### src/rtl/data_demux_16x8_reg.sv
// Write-side 1:16 byte demultiplexer with registered slots, valid flags and
// write acknowledge; pairs with a 16:1 read mux to form a 16-entry register bank.
module data_demux_16x8_reg #(
  parameter int UUID      = 0,
  parameter     NAME      = "",
  parameter int BIT_WIDTH = 8
) (
  input  logic                 clk,
  input  logic                 rst,
  input  logic                 en,
  input  logic                 clr,
  input  logic                 A3,
  input  logic                 A2,
  input  logic                 A1,
  input  logic                 A0,
  input  logic [BIT_WIDTH-1:0] Input,
  output logic [BIT_WIDTH-1:0] D0,
  output logic [BIT_WIDTH-1:0] D1,
  output logic [BIT_WIDTH-1:0] D2,
  output logic [BIT_WIDTH-1:0] D3,
  output logic [BIT_WIDTH-1:0] D4,
  output logic [BIT_WIDTH-1:0] D5,
  output logic [BIT_WIDTH-1:0] D6,
  output logic [BIT_WIDTH-1:0] D7,
  output logic [BIT_WIDTH-1:0] D8,
  output logic [BIT_WIDTH-1:0] D9,
  output logic [BIT_WIDTH-1:0] DA,
  output logic [BIT_WIDTH-1:0] DB,
  output logic [BIT_WIDTH-1:0] DC,
  output logic [BIT_WIDTH-1:0] DD,
  output logic [BIT_WIDTH-1:0] DE,
  output logic [BIT_WIDTH-1:0] DF,
  output logic [15:0]          valid,
  output logic                 wr_ack,
  output logic [3:0]           last_a
);

  localparam int SLOTS = 16;

  // Identification parameters carry no function; the empty block only ties them in.
  if (UUID < 0 && $bits(NAME) == 0) begin : g_id_tag
  end

  logic [3:0]           addr;
  logic [BIT_WIDTH-1:0] slot_q [SLOTS];
  logic [BIT_WIDTH-1:0] slot_d [SLOTS];
  logic [SLOTS-1:0]     valid_q;
  logic [SLOTS-1:0]     valid_d;
  logic                 wr_ack_q;
  logic [3:0]           last_a_q;

  assign addr = {A3, A2, A1, A0};

  // Clear is applied before the write so a simultaneous write survives it.
  // NOTE: every always_comb output gets a default first, otherwise a latch is inferred.
  always_comb begin
    slot_d  = slot_q;
    valid_d = valid_q;
    if (clr) begin
      for (int i = 0; i < SLOTS; i++) slot_d[i] = '0;
      valid_d = '0;
    end
    if (en) begin
      slot_d[addr]  = Input;
      valid_d[addr] = 1'b1;
    end
  end

  // The slot array is reset because the reset state of every slot is visible on the ports.
  // NOTE: sequential state uses non-blocking assignments so all flops update together.
  always_ff @(posedge clk or posedge rst) begin
    if (rst) begin
      for (int i = 0; i < SLOTS; i++) slot_q[i] <= '0;
      valid_q  <= '0;
      wr_ack_q <= 1'b0;
      last_a_q <= 4'd0;
    end else begin
      slot_q   <= slot_d;
      valid_q  <= valid_d;
      wr_ack_q <= en;
      if (en) last_a_q <= addr;
    end
  end

  assign D0     = slot_q[0];
  assign D1     = slot_q[1];
  assign D2     = slot_q[2];
  assign D3     = slot_q[3];
  assign D4     = slot_q[4];
  assign D5     = slot_q[5];
  assign D6     = slot_q[6];
  assign D7     = slot_q[7];
  assign D8     = slot_q[8];
  assign D9     = slot_q[9];
  assign DA     = slot_q[10];
  assign DB     = slot_q[11];
  assign DC     = slot_q[12];
  assign DD     = slot_q[13];
  assign DE     = slot_q[14];
  assign DF     = slot_q[15];
  assign valid  = valid_q;
  assign wr_ack = wr_ack_q;
  assign last_a = last_a_q;

endmodule

### config.mk
export PLATFORM = sky130hd
export DESIGN_NAME = data_demux_16x8_reg
export DESIGN_NICKNAME = d
export VERILOG_FILES = /design/src/rtl/data_demux_16x8_reg.sv
export SDC_FILE = /design/constraint.sdc
export NUM_CORES = 1
export LEC_CHECK = 0
export CORE_MARGIN = 5
export CORE_UTILIZATION = 30
export DETAILED_ROUTE_END_ITERATION = 12
export MAX_ROUTING_LAYER = met4
export PLACE_DENSITY = 0.64
export SYNTH_ARGS = -nofsm -noshare
export SYNTH_HDL_FRONTEND = slang
export SYNTH_SLANG_ARGS = --single-unit
### constraint.sdc
create_clock -name clk -period 15 [get_ports clk]
set_clock_uncertainty 0.2 [all_clocks]
set_input_delay 3.75 -clock clk [delete_from_list [all_inputs] [get_ports clk]]
set_output_delay 3.75 -clock clk [all_outputs]
set_load 0.02 [all_outputs]
==> reports/results.tsv, run 1 <==
metric	value	unit
status	complete, no violations	
Mux area share	22.8	%
CP max stage delay	0.80	ns
Post-Synth Simple-Gate Area	15.9	%
routed wl met2	8790	µm
# DRC	0	
setup slack after layout	9.07	ns
EDFF count, synth	0	
Top pwr grp	clock	
Comb group	83.8	µW
IO Count	165	
R2R Path End	DC[1]	
relative slew slack	32.6	%
hold_ws	0.286	ns
flop share of the area	41.3	%
Clock Tree Buf Depth	2	
DR WL met3	896	µm
post-synthesis xor/xnor area fraction	0	%
Layout Cells excl Fill	935	
Fill cells	2022	
delay-heaviest family, CP	simple AND/OR/NAND/NOR gates	
Die ar.	0.0248	mm²
layout cells sized above 1	27.6	%
ao+oa area frac	1.61	%
Final setup viols	0	
post-place instance area	0.00840	mm²
Mapped Cells	486	
RSZ-0062 raised after global routing	false	
Finished Cell Area	0.00903	mm²
diode count	2	
Worst Hold Endpoint	valid[15]	
GR Layer Usage met2	24.0	%
vias in the first global route	4658	
Min-Delay Path Class	register to register	
max reg flops	16	
DR vias/cell	4.53	
total power draw	963	µW
WL/cell	19.7	µm
Sw Ratio	23.1	%
Final Hold Vio Count	0	
met1 WL	8540	µm
Post-Syn Area per Cell	13.4	µm²
Setup Buffers After CTS	0	
Cell Type Count	20	
Die Width	157	µm
pwr dens	107	mW/mm²
Fmax	169	MHz
MI comb cells	300	
most numerous logic cell after layout	clkdlybuf4s50_1	
number of cells in Yosys stat	486	
most numerous cell in the Yosys netlist	dfrtp_1	
clk cell area share	6.99	%
cell count after placement	903	
CP cell instances	clkdlybuf4s50_1 > nor3b_2 > nor2b_1 > mux2_2	
comb area leader	multiplexers	
htree depth	4	
Post-synth seq share	57.3	%
Synth area leader	dfrtp_1	
GPL Wtd Cong	0.759	
Initial DRT Pass Iterations	4	
Logic area	0.00263	mm²
buffering overhead	18.3	%
# port buffers	164	
CTS tree	yes	
Final Critical Period	5.93	ns
Final HPWL DP	11900	µm
CTS hold repair buffers	0	
Slew Limit Fails	0	
R2R setup slack	13.85	ns
fraction of area in multi-input gates	29.1	%
crit path max-delay cell type	clkdlybuf4s50_1	
fraction of registers with async set/reset	100	%
nature of the critical path startpoint	primary input	
CTS clk-pin slew, worst paths	0.06	ns
dominant kind of cell	flip-flops and latches	
Setup crit end	DC[1]	
Post-synth regs	149	
Leakage	4.21	nW
Adders+Majority by Area	0	%
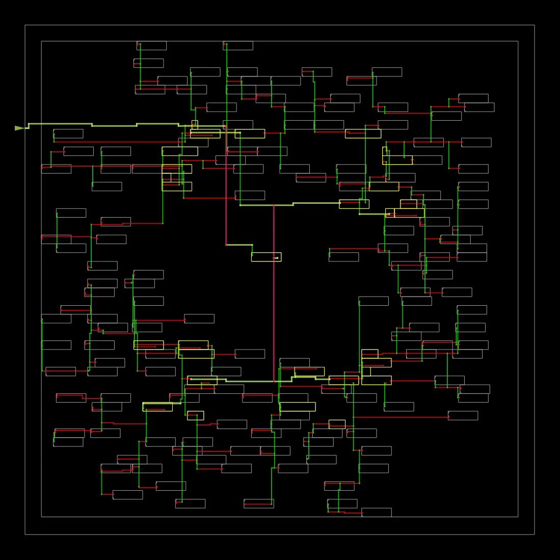
Fig. 1. The clock network (run 1).
clock buffer count from CTS: 17
clkbuf count: 22
clock sinks: 149
flop count: 149
clock group power: 461 µW

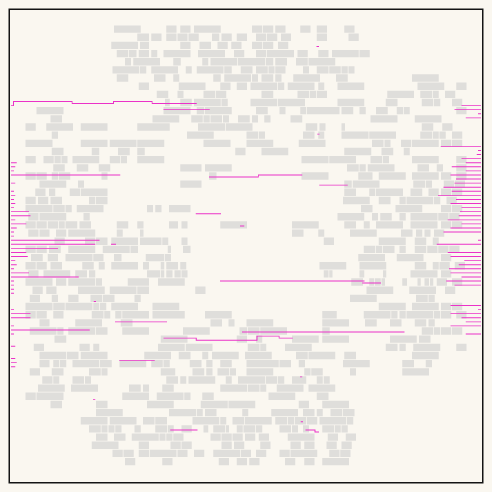
Fig. 2. Met3 routing (run 1).
Drawn at 3 px/µm.
share of all routed wire: 4.9%
nets with wire on the layer: 95
main direction: horizontal
longest straight run: 53.8 µm
wire length on this layer: 897 µm
Via Count: 4231
DRT Wirelength: 18400 µm
met3 Use GR: 3.77%

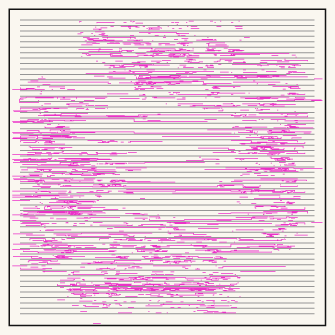
Fig. 3. M1 wires (run 1).
Drawn at 2 px/µm. Supply wires on this layer in gray.
share of all routed wire: 46%
main direction: horizontal
GR Util met1: 20.7%

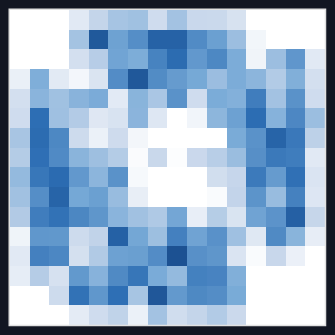
Fig. 4. Cell area per tile (run 1).
Drawn at 2 px/µm. 16 x 16 tiles, from white (low) to dark blue (high), 0 to 100% covered.
nearly empty tiles: 18%
tiles over 75% full: 5.5%
mean over tiles: 35%
fullest tile: 87%
emptiest ninth of the die: center
fp_density: 30.1%
Finished Core Util: 41.8%
core box area: 0.0216 mm²

Fig. 5: run 1, clock distribution
Drawn at 2 px/µm.
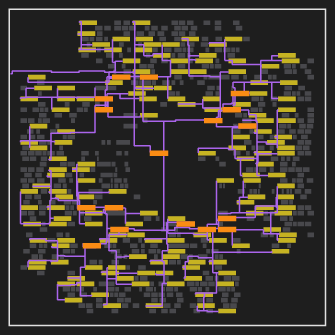

--- run 2 (diff from run 1) ---
==> constraint.sdc (replaced) <==
create_clock -name clk -period 5.8 [get_ports clk]
set_clock_uncertainty 0.2 [all_clocks]
set_input_delay 1.45 -clock clk [delete_from_list [all_inputs] [get_ports clk]]
set_output_delay 1.45 -clock clk [all_outputs]
set_load 0.02 [all_outputs]
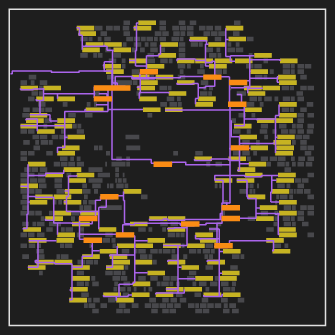
Fig. 6. Clock distribution (run 2).
Drawn at 2 px/µm.
[purple] clock wires | length: 2000 µm
[yellow] flip-flops | count: 149
[orange] clock-net drivers | count: 17
flops lie: spread over the die
routed clock nets: 18
clock power share: 45.2%
worst skew pair latency: 0.41 ns
clock group power: 1.07 mW

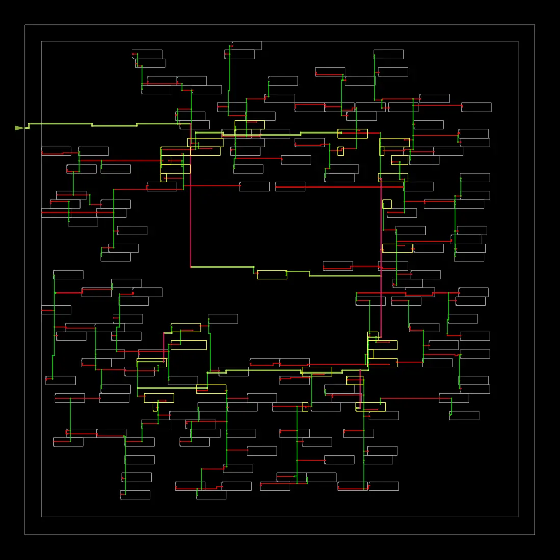
Fig. 7. The clock network (run 2).
clkbuf count: 21

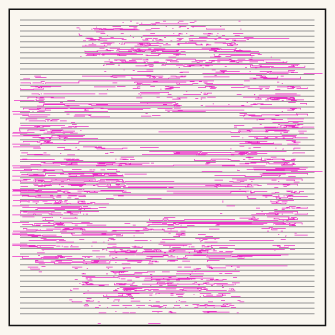
Fig. 8. M1 wires (run 2).
Drawn at 2 px/µm. Supply wires on this layer in gray.
longest straight run: 85.8 µm
share of all routed wire: 47%
wire length on this layer: 8720 µm
nets with wire on the layer: 577
GR Util met1: 20.7%
DRT Wirelength: 18400 µm
Via Count: 4220

==> run 2 against run 1 <==
Worst setup slack lost 6.9 ns; cell count stayed put; wire length shrank 0.11%; critical path type unchanged; critical endpoint is now DC[0].
==> reports/results.tsv, run 2 <==
metric	value	unit	change
fp_density	30.1	%	unchanged
diode count	1		-1
most numerous cell in the Yosys netlist	dfrtp_1		
clock sinks	149		unchanged
Slew Limit Fails	0		unchanged
Fill cells	2010		-0.59%
Final setup viols	0		unchanged
post-place instance area	0.00840	mm²	about the same
delay-heaviest family, CP	simple AND/OR/NAND/NOR gates		
Initial DRT Pass Iterations	4		unchanged
Setup crit end	DC[0]		
cell count after placement	904		+0.11%
Leakage	4.19	nW	-0.40%
met1 WL	8720	µm	+2.2%
Min-Delay Path Class	register to register		
Final HPWL DP	11800	µm	-0.61%
Worst Hold Endpoint	valid[10]		
pwr dens	264	mW/mm²	+150%
Final Critical Period	3.62	ns	
EDFF count, synth	0		unchanged
CTS tree	yes		
hold_ws	0.280	ns	-0.00625 ns
CP max stage delay	0.82	ns	+0.02 ns
WL/cell	19.7	µm	-0.11%
status	complete, no violations		
fraction of area in multi-input gates	29.3	%	+0.20 points
DR vias/cell	4.51		-0.26%
Synth area leader	dfrtp_1		
Adders+Majority by Area	0	%	unchanged
Post-synth seq share	57.3	%	unchanged
CTS hold repair buffers	0		unchanged
fraction of registers with async set/reset	100	%	unchanged
buffering overhead	18.5	%	+0.21 points
Post-Syn Area per Cell	13.4	µm²	unchanged
clock buffer count from CTS	17		unchanged
flop count	149		unchanged
MI comb cells	300		unchanged
ao+oa area frac	1.61	%	unchanged
Post-Synth Simple-Gate Area	15.9	%	unchanged
Power is estimated from default activity; no workload was simulated.
